`src/rtl/pipeline_fifo_buffer_leveled_pkg.sv`:
```
// Shared sizing helpers for the levelled pipeline FIFO buffer.
package pipeline_fifo_buffer_leveled_pkg;

    // Ceiling log2, usable in constant expressions for port and address widths.
    function automatic int clog2(input int value);
        int result;
        result = 0;
        for (int i = 0; i < 32; i++) begin
            if ((1 << result) < value) begin
                result = result + 1;
            end
        end
        return result;
    endfunction

endpackage

```
`src/rtl/pipeline_fifo_buffer_leveled_level_tracker.sv`:
```
// Up/down occupancy counter with registered almost-full / almost-empty thresholds.
module pipeline_fifo_buffer_leveled_level_tracker
    import pipeline_fifo_buffer_leveled_pkg::*;
#(
    parameter int DEPTH              = 17,
    parameter int ALMOST_FULL_LEVEL  = DEPTH,
    parameter int ALMOST_EMPTY_LEVEL = 1
) (
    input  logic                        clock,
    input  logic                        clear_n,
    input  logic                        flush,
    input  logic                        inc,
    input  logic                        dec,
    output logic [clog2(DEPTH+2)-1:0]   count,
    output logic                        almost_full,
    output logic                        almost_empty
);

    localparam int COUNT_WIDTH = clog2(DEPTH + 2);
    localparam logic [COUNT_WIDTH-1:0] AF_LEVEL = COUNT_WIDTH'(ALMOST_FULL_LEVEL);
    localparam logic [COUNT_WIDTH-1:0] AE_LEVEL = COUNT_WIDTH'(ALMOST_EMPTY_LEVEL);
    localparam logic                   AF_IDLE  = (ALMOST_FULL_LEVEL == 0);

    logic [COUNT_WIDTH-1:0] count_q, count_d;
    logic                   almost_full_q, almost_full_d;
    logic                   almost_empty_q, almost_empty_d;

    always_comb begin
        count_d = count_q;
        if (flush) begin
            count_d = '0;
        end else if (inc && !dec) begin
            count_d = count_q + COUNT_WIDTH'(1);
        end else if (dec && !inc) begin
            count_d = count_q - COUNT_WIDTH'(1);
        end
    end

    // Flags follow the next count so they change on the same edge as count.
    assign almost_full_d  = (count_d >= AF_LEVEL);
    assign almost_empty_d = (count_d <= AE_LEVEL);

    always_ff @(posedge clock or negedge clear_n) begin
        if (!clear_n) begin
            count_q        <= '0;
            almost_full_q  <= AF_IDLE;
            almost_empty_q <= 1'b1;
        end else begin
            count_q        <= count_d;
            almost_full_q  <= almost_full_d;
            almost_empty_q <= almost_empty_d;
        end
    end

    assign count        = count_q;
    assign almost_full  = almost_full_q;
    assign almost_empty = almost_empty_q;

endmodule

```
`src/rtl/pipeline_fifo_buffer_leveled.sv`:
```
// Ready/valid FIFO: dual-port RAM plus registered output word, with occupancy
// count, programmable almost-full/almost-empty flags and synchronous flush.
module pipeline_fifo_buffer_leveled
    import pipeline_fifo_buffer_leveled_pkg::*;
#(
    parameter int WORD_WIDTH         = 33,
    parameter int DEPTH              = 17,
    parameter     RAMSTYLE           = "block",
    parameter int ALMOST_FULL_LEVEL  = DEPTH,
    parameter int ALMOST_EMPTY_LEVEL = 1
) (
    input  logic                        clock,
    input  logic                        clear_n,
    input  logic                        flush,
    input  logic                        input_valid,
    output logic                        input_ready,
    input  logic [WORD_WIDTH-1:0]       input_data,
    output logic                        output_valid,
    input  logic                        output_ready,
    output logic [WORD_WIDTH-1:0]       output_data,
    output logic [clog2(DEPTH+2)-1:0]   stored_count,
    output logic                        almost_full,
    output logic                        almost_empty
);

    localparam int ADDR_WIDTH = clog2(DEPTH);
    localparam logic [ADDR_WIDTH-1:0] LAST_ADDR = ADDR_WIDTH'(DEPTH - 1);

    if (DEPTH < 2 || ALMOST_FULL_LEVEL < 1 || ALMOST_FULL_LEVEL > DEPTH + 1 ||
        ALMOST_EMPTY_LEVEL < 0 || ALMOST_EMPTY_LEVEL > DEPTH ||
        RAMSTYLE == "") begin : g_bad_params
        $error("pipeline_fifo_buffer_leveled: illegal parameter combination");
    end

    (* ramstyle = RAMSTYLE *) logic [WORD_WIDTH-1:0] mem [DEPTH];

    logic [ADDR_WIDTH-1:0] wr_addr_q, wr_addr_d, rd_addr_q, rd_addr_d;
    logic                  wr_wrap_q, wr_wrap_d, rd_wrap_q, rd_wrap_d;
    logic                  out_valid_q, out_valid_d;
    logic [WORD_WIDTH-1:0] out_data_q;

    logic addr_eq, ram_empty, ram_full;
    logic insert, out_hs, out_slot, load;

    // Wrap bits distinguish full from empty when the addresses coincide.
    assign addr_eq   = (wr_addr_q == rd_addr_q);
    assign ram_empty = addr_eq && (wr_wrap_q == rd_wrap_q);
    assign ram_full  = addr_eq && (wr_wrap_q != rd_wrap_q);

    assign input_ready = !ram_full && !flush;
    assign insert      = input_valid && input_ready;
    assign out_hs      = out_valid_q && output_ready;
    assign out_slot    = out_hs || !out_valid_q;
    assign load        = out_slot && !ram_empty && !flush;

    always_comb begin
        wr_addr_d   = wr_addr_q;
        wr_wrap_d   = wr_wrap_q;
        rd_addr_d   = rd_addr_q;
        rd_wrap_d   = rd_wrap_q;
        out_valid_d = out_valid_q;
        if (flush) begin
            wr_addr_d   = '0;
            wr_wrap_d   = 1'b0;
            rd_addr_d   = '0;
            rd_wrap_d   = 1'b0;
            out_valid_d = 1'b0;
        end else begin
            if (insert) begin
                if (wr_addr_q == LAST_ADDR) begin
                    wr_addr_d = '0;
                    wr_wrap_d = !wr_wrap_q;
                end else begin
                    wr_addr_d = wr_addr_q + ADDR_WIDTH'(1);
                end
            end
            if (load) begin
                if (rd_addr_q == LAST_ADDR) begin
                    rd_addr_d = '0;
                    rd_wrap_d = !rd_wrap_q;
                end else begin
                    rd_addr_d = rd_addr_q + ADDR_WIDTH'(1);
                end
            end
            if (out_slot) begin
                out_valid_d = !ram_empty;
            end
        end
    end

    always_ff @(posedge clock or negedge clear_n) begin
        if (!clear_n) begin
            wr_addr_q   <= '0;
            wr_wrap_q   <= 1'b0;
            rd_addr_q   <= '0;
            rd_wrap_q   <= 1'b0;
            out_valid_q <= 1'b0;
        end else begin
            wr_addr_q   <= wr_addr_d;
            wr_wrap_q   <= wr_wrap_d;
            rd_addr_q   <= rd_addr_d;
            rd_wrap_q   <= rd_wrap_d;
            out_valid_q <= out_valid_d;
        end
    end

    // Read and write addresses only coincide when empty (no read) or full
    // (no write), so no forwarding path is required.
    always_ff @(posedge clock) begin
        if (insert) begin
            mem[wr_addr_q] <= input_data;
        end
    end

    always_ff @(posedge clock or negedge clear_n) begin
        if (!clear_n) begin
            out_data_q <= '0;
        end else if (load) begin
            out_data_q <= mem[rd_addr_q];
        end
    end

    assign output_valid = out_valid_q;
    assign output_data  = out_data_q;

    pipeline_fifo_buffer_leveled_level_tracker #(
        .DEPTH              (DEPTH),
        .ALMOST_FULL_LEVEL  (ALMOST_FULL_LEVEL),
        .ALMOST_EMPTY_LEVEL (ALMOST_EMPTY_LEVEL)
    ) u_level (
        .clock        (clock),
        .clear_n      (clear_n),
        .flush        (flush),
        .inc          (insert),
        .dec          (out_hs),
        .count        (stored_count),
        .almost_full  (almost_full),
        .almost_empty (almost_empty)
    );

endmodule

```
`config.mk`:
```
export PLATFORM = sky130hd
export DESIGN_NAME = pipeline_fifo_buffer_leveled
export DESIGN_NICKNAME = d
export VERILOG_FILES = /design/src/rtl/pipeline_fifo_buffer_leveled_pkg.sv /design/src/rtl/pipeline_fifo_buffer_leveled_level_tracker.sv /design/src/rtl/pipeline_fifo_buffer_leveled.sv
export SDC_FILE = /design/constraint.sdc
export NUM_CORES = 1
export LEC_CHECK = 0
export CORE_ASPECT_RATIO = 0.5
export CORE_MARGIN = 8
export CORE_UTILIZATION = 35
export DETAILED_ROUTE_END_ITERATION = 10
export SYNTH_ARGS = -nofsm -noshare
export SYNTH_HDL_FRONTEND = slang
export SYNTH_SLANG_ARGS = --single-unit
```
`constraint.sdc`:
```
create_clock -name clock -period 8.5 [get_ports clock]
set_input_delay 0.85 -clock clock [delete_from_list [all_inputs] [get_ports clock]]
set_output_delay 0.85 -clock clock [all_outputs]
set_load 0.005 [all_outputs]
```
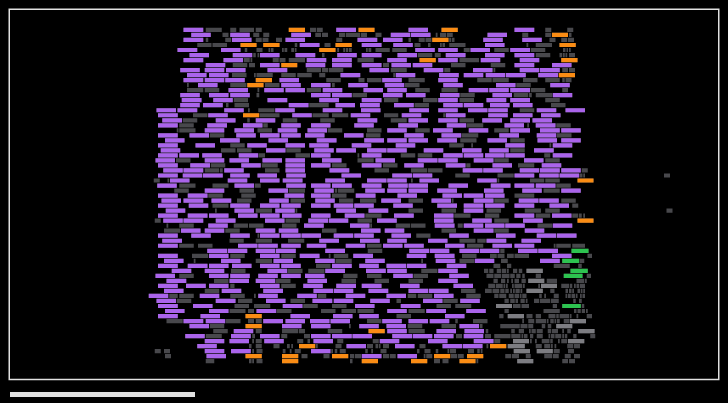
(run_1/flops_by_reg.png)
Scale bar: 100 um. Other sequential cells in the stronger grey, the rest of the logic in the fainter grey.
mem: marked purple, sequential cells 561. rd_addr_q: marked green, sequential cells 5. output_data: marked orange, sequential cells 33.
Seq/total area: 0.663
sequential power: 3.53 mW
Reg area: 18200 um^2

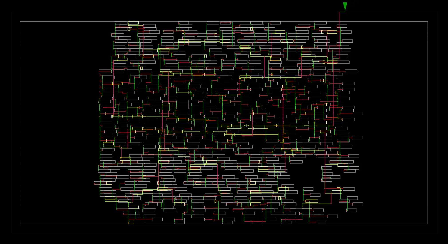
(run_1/clocks.png)
TritonCTS Buffers: 57
Skew-Pair Late Insertion Delay: 0.58 ns

==> impl_metrics.toml, run 1 <==
# synthesis and place-and-route metrics
[cells_and_area]
n_antenna_cell = 0
drive_above_1_share = 0.247

[synth]
ys_top_cells_by_count = "edfxtp_1, mux4_2, nor2_1, dfrtp_1, a21oi_1"
ys_cells = 1066
syn-num-nets = 1112
yosysTopAreaCellShare = 0.712

[worst_setup_path]
worstReg2RegStart = "rd_addr_q[1]$_DFFE_PN0P_"
reg2reg_to = "output_data[16]$_DFFE_PN0P_"

[final_timing]
rsz0062_at_grt = "false"
max-slew-margin-rel = 0.159
fmax_mhz = 269

[power]
power_clock_mw = 2.53
power.group.top = "sequential cells"
p_per_area_nw_per_um2 = 277

[drt]
wl_met3_um = 2200
top_layer_used = "met5"
ant_nets = 0

[placement]
dp.final_hpwl_um = 26700

[status]
status = "completed"

[clock_tree]
cts-root-buf = "clkbuf_16"
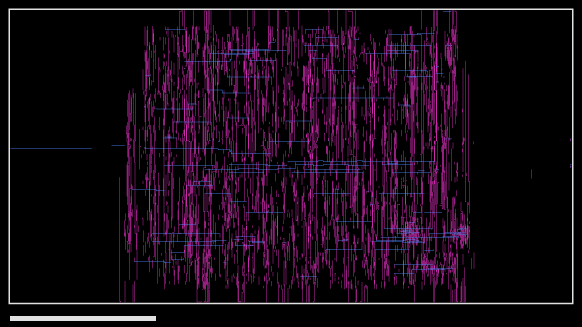
(run_1/wires.png)
Scale bar: 100 um. Only two layers are drawn.
metal 3: marked blue, wire length 2200 um. metal 2: marked magenta, wire length 24.4 mm.
WL per Instance: 22.8 um
final wirelength: 48200 um
vias: 10700
GRT Total Usage: 0.125

## run 1: cell type report
cell class                 count  share of cell area
clock buffer                  82              0.0588
clock inverter                26             0.00927
inverter                       7            0.000958
multi-input combinational    389               0.192
sequential                   614               0.663
tap                          897              0.0409
timing repair buffer          99              0.0346
## run 1: cells by family (layout without fill, tap and decap cells)
kind of cell,count (synthesis),count (layout),share of synthesized area
flops,614,614,0.768
mux,204,204,0.174
simple gates,112,112,0.0218
buf+inv,63,214,0.0137
compound gates,53,53,0.0132
xor+xnor,12,12,0.00508
fa+ha+maj,8,8,0.00423
## run 1: through the flow
stage                     hold slack [ns]  setup WS, ns  utilization  power (mW)  instances
after floorplan                     0.519          5.06            -        4.63       1066
after global placement              0.506          4.30        0.382        5.12       2006
after detailed placement            0.516          4.20        0.382        5.16       2006
after CTS                           0.464          4.78        0.410        7.69       2114
after global routing                0.496          4.55        0.410        7.90       2114
final                               0.450          4.78        0.410        7.58       2114
## run 1: worst max-delay path: cells and delay by family
family / cells / cell delay, ns
compound gates: 1 / 0.52
simple gates: 2 / 0.89
buf+inv: 3 / 1.63
## run 1: cell usage in the layout (no fill, tap or decap), types with 4 or more instances in the layout
cell type        Yosys  layout
or3_1                5       5
mux2i_1             37      37
clkbuf_16            0      59
clkbuf_1            26      18
clkinv_2             0      10
buf_4                3      19
clkbuf_8             0       5
bufinv_16            0       5
xnor2_1              7       7
ha_1                 8       8
a21oi_1             40      40
and3_2               0       4
mux4_2             165     165
edfxtp_1           561     561
nor2_4               0      13
nand3_1              5       5
inv_1                7       7
nor2_1              61      48
dfrtp_1             52      47
clkdlybuf4s50_1      0      78
clkinv_1             0       8
nand2_1             16      16
## Run 2: what changed since run 1
==> constraint.sdc (replaced) <==
create_clock -name clock -period 3.1 [get_ports clock]
set_input_delay 0.31 -clock clock [delete_from_list [all_inputs] [get_ports clock]]
set_output_delay 0.31 -clock clock [all_outputs]
set_load 0.005 [all_outputs]
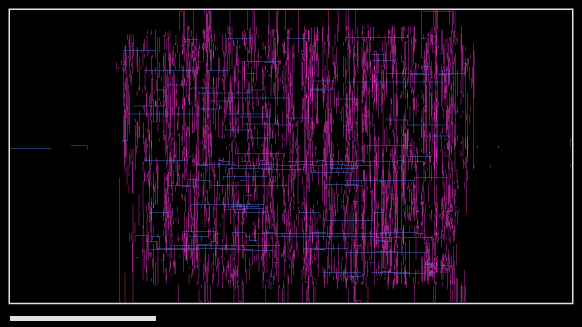
(run_2/wires.png)
Scale bar: 100 um. Only two layers are drawn.
metal 3: marked blue, wire length 2610 um. metal 2: marked magenta, wire length 26.3 mm.
GRT Total Usage: 0.134
WL per Instance: 24.2 um
final wirelength: 51700 um
vias: 11100

==> run 2 against run 1 <==
Cell count up 1.2%. Register-to-register slack got worse by 4.5 ns. Clock skew is essentially flat. Global-route usage up 0.91 points. Critical endpoint is now output_data[5]$_DFFE_PN0P_. Largest cell class unchanged.
==> impl_metrics.toml, run 2 <==
# synthesis and place-and-route metrics
[status]
status = "completed"

[cells_and_area]
layout_top_cell = "edfxtp_1"
drive_above_1_share = 0.259
lay_top_cells = "edfxtp_1, mux4_2, clkdlybuf4s50_1"
final_core_util = 0.415

[synth]
ys_sh_xor = 0.00508
syn-num-nets = 1112
yosysTopAreaCellShare = 0.712
muxShareOfSynthArea = 0.174
simple_gate_share = 0.0218
ys_cells = 1066

[power]
total_power_mw = 20.8

[drt]
top_layer_used = "met5"
ant_nets = 0
wl_met3_um = 2610

[clock_tree]
cts-root-buf = "clkbuf_16"
clock.latency.late_pin_ns = 0.61
cts_buffers = 57

[final_timing]
max-slew-margin-rel = 0.235
setup_slack_ns = 0.339

[placement]
dp.final_hpwl_um = 27900
[run 2: cell count changes in the layout (fill, tap and decap cells not counted), moves of 2 or more]
cell	delta
buf_12	+17
buf_4	+6
clkbuf_8	+5
clkinv_1	+4
clkinv_2	-4
bufinv_16	-2
clkbuf_16	-2
clkinvlp_4	-2
[run 2: power breakdown]
part           switching (mW)  leakage, nW  total [mW]  internal, mW
registers               0.206         5.68        9.57          9.36
clock network            2.96        0.898        6.84          3.89
logic                    1.98         1.96        4.36          2.38
[run 2: path summary, 6_finish.rpt]
check                                                 end                   startpoint  slack [ns]  cells past startpoint
min                           output_data[11]$_DFFE_PN0P_                      clear_n        0.26                      3
max reg2reg                    output_data[5]$_DFFE_PN0P_     rd_addr_q[1]$_DFFE_PN0P_        0.34                      5
min reg2reg                   output_data[17]$_DFFE_PN0P_  output_data[17]$_DFFE_PN0P_        0.53                      2
min in group clock         u_level.almost_empty$_DFF_PN1_                        flush        0.41                      3
max                            output_data[5]$_DFFE_PN0P_     rd_addr_q[1]$_DFFE_PN0P_        0.34                      5
max in group asynchronous        rd_addr_q[1]$_DFFE_PN0P_                      clear_n        2.51                      3
[run 2: final cells by class]
cell class,instances,area (um^2),area share
Antenna cell,1,2.50,0.0000901
Clock buffer,84,1630,0.0586
Clock inverter,24,203,0.00730
Inverter,7,26.3,0.000946
Multi-Input combinational cell,389,5270,0.190
Sequential cell,614,18200,0.655
Tap cell,897,1120,0.0404
Timing Repair Buffer,123,1340,0.0484
[run 2: worst max-delay path, cell delays in order, from the launching register on]
cell and delay, ns:
dfrtp_4 0.44, buf_12 0.44, mux4_2 0.42, mux4_2 0.48, mux2i_1 0.32, a21oi_1 0.12
## Run 3: what changed since run 2
--- a/config.mk
+++ b/config.mk
@@ -11,4 +11,5 @@
 export DETAILED_ROUTE_END_ITERATION = 10
 export SYNTH_ARGS = -nofsm -noshare
 export SYNTH_HDL_FRONTEND = slang
+export SYNTH_HIERARCHICAL = 1
 export SYNTH_SLANG_ARGS = --single-unit
==> run 3 against run 2 <==
Total power barely moved. Worst setup slack better by 0.11 ns. Non-clock buffer count is 1 lower. Via count up 4.8%. Sequential power is essentially flat. Cell count is 4.2% higher. Core utilization about the same. Die area about the same. Synthesized cell count increased by 9.5%. Flip-flop count unchanged. Wire length is 1.1% higher.
==> impl_metrics.toml, run 3 <==
# synthesis and place-and-route metrics
[status]
status = "completed"

[final_timing]
fin_crit_ns = 2.65
finClkSkew_ns = 0.0134
maxSlewViolCount = 0
max-slew-margin-rel = 0.314
final-setup-viol-count = 0
final-hold-violation-count = 0
fin_crit_sh = 0.855
setup_slack_ns = 0.449

[synth]
syn-num-nets = 1213
ys_cells = 1167
topCellsByArea = "edfxtp_1, mux4_2, dfrtp_1"
ys_top_cells_by_count = "edfxtp_1, mux4_2, a21oi_1, dfrtp_1, a22oi_1"
muxShareOfSynthArea = 0.134
yosysTopAreaCellShare = 0.712
ys_sh_xor = 0.00370
simple_gate_share = 0.0268
ys_types = 52

[clock_tree]
cts_max_level = 2
post_cts_buffers = 0
cts-root-buf = "clkbuf_16"
clock.latency.late_pin_ns = 0.58
cts_buffers = 58

[worst_setup_path]
cp_max_fo = 28
worstSetupStartpoint = "rd_addr_q[2]$_DFFE_PN0P_"
endpoint = "mem[16][12]$_DFFE_PP_"
r2r_setup_slack_ns = 0.45
reg2reg_to = "mem[16][12]$_DFFE_PP_"
worstReg2RegStart = "rd_addr_q[2]$_DFFE_PN0P_"
r2r_cells = 5

[power]
leakagePower_nw = 8.70
total_power_mw = 20.8
p_per_area_nw_per_um2 = 748

[placement]
dp.final_hpwl_um = 29600
portBuffers = 79

[drt]
ant_nets = 0

[cells_and_area]
largest_register = "mem"
drive_above_1_share = 0.214
syn2layout_area_growth_pct = 17.4
layout_top_cell = "edfxtp_1"
lay_top_cells = "edfxtp_1, mux4_2, clkdlybuf4s50_1"

[global_route]
grt_pass1_vias = 12300
antenna_found_initial = 1

[floorplan]
die_area_um2 = 76600
run 3: cell types whose count changed in the layout (fill, tap and decap cells not counted), moves of 20 or more:
cell | before | now
mux4_2 | 165 | 112
a211oi_1 | 0 | 20
nor2_1 | 48 | 25
o22ai_1 | 0 | 20
a21oi_1 | 40 | 64
a22oi_1 | 0 | 46
run 3: critical path, stage by stage, from the launching register on:
cell	delay, ns
dfrtp_1	0.59
xnor2_1	0.15
nand3_1	0.16
o211a_1	0.63
and2_2	0.58
buf_12	0.22
run 3: through the flow:
step	hold slack, ns	utilization	instance area (um^2)
after floorplan	0.0144	-	23600
after global placement	0.492	0.386	25800
after detailed placement	0.496	0.386	25800
after CTS	0.450	0.415	27700
after global routing	0.506	0.415	27700
final	0.447	0.415	27700
run 3: where the power goes:
group / internal (mW) / switching, mW / total, mW
combinational: 2.21 / 1.93 / 4.14
clock: 4.13 / 2.93 / 7.06
sequential: 9.36 / 0.198 / 9.55
total: 15.7 / 5.07 / 20.8
run 3: final cells by class:
type	count	area, um^2
Fill cell	5848	39100
Sequential cell	614	18200
Multi-Input combinational cell	479	5150
Clock buffer	74	1520
Timing Repair Buffer	122	1370
Tap cell	897	1120
Clock inverter	33	368
Inverter	8	30.0
Antenna cell	1	2.50
run 3: per-layer routing:
layer	global-route usage	up-vias	wire length [um]
met1	0.176	6219	22300
met2	0.239	267	26500
met5	0	-	0
met4	0.0290	0	939
li1	-	5035	-
met3	0.0225	66	2660
run 3: kinds of logic after synthesis:
logic type	after synthesis
compound gates	174
fa+ha+maj	8
xor+xnor	10
buf+inv	74
mux	174
simple gates	113
flops	614
run 3: repair_timing:
action	in CTS	in global routing
hold endpoints to repair	34	0
gates resized	0	0
hold buffers	1	0
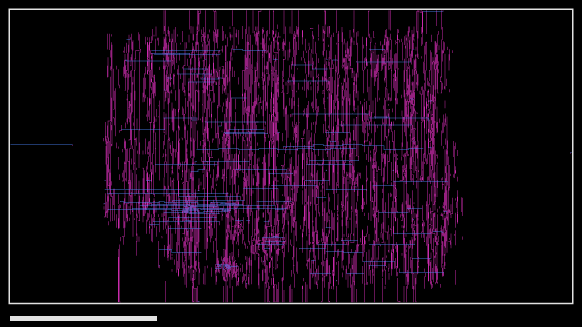
(run_3/wires.png)
Scale bar: 100 um. Only two layers are drawn.
metal 2: marked magenta, wire length 26.5 mm. metal 3: marked blue, wire length 2660 um.
vias: 11600
GRT Total Usage: 0.135
WL per Instance: 23.5 um
final wirelength: 52300 um

Power figures rest on the tool's default switching activity, not on a simulated workload.
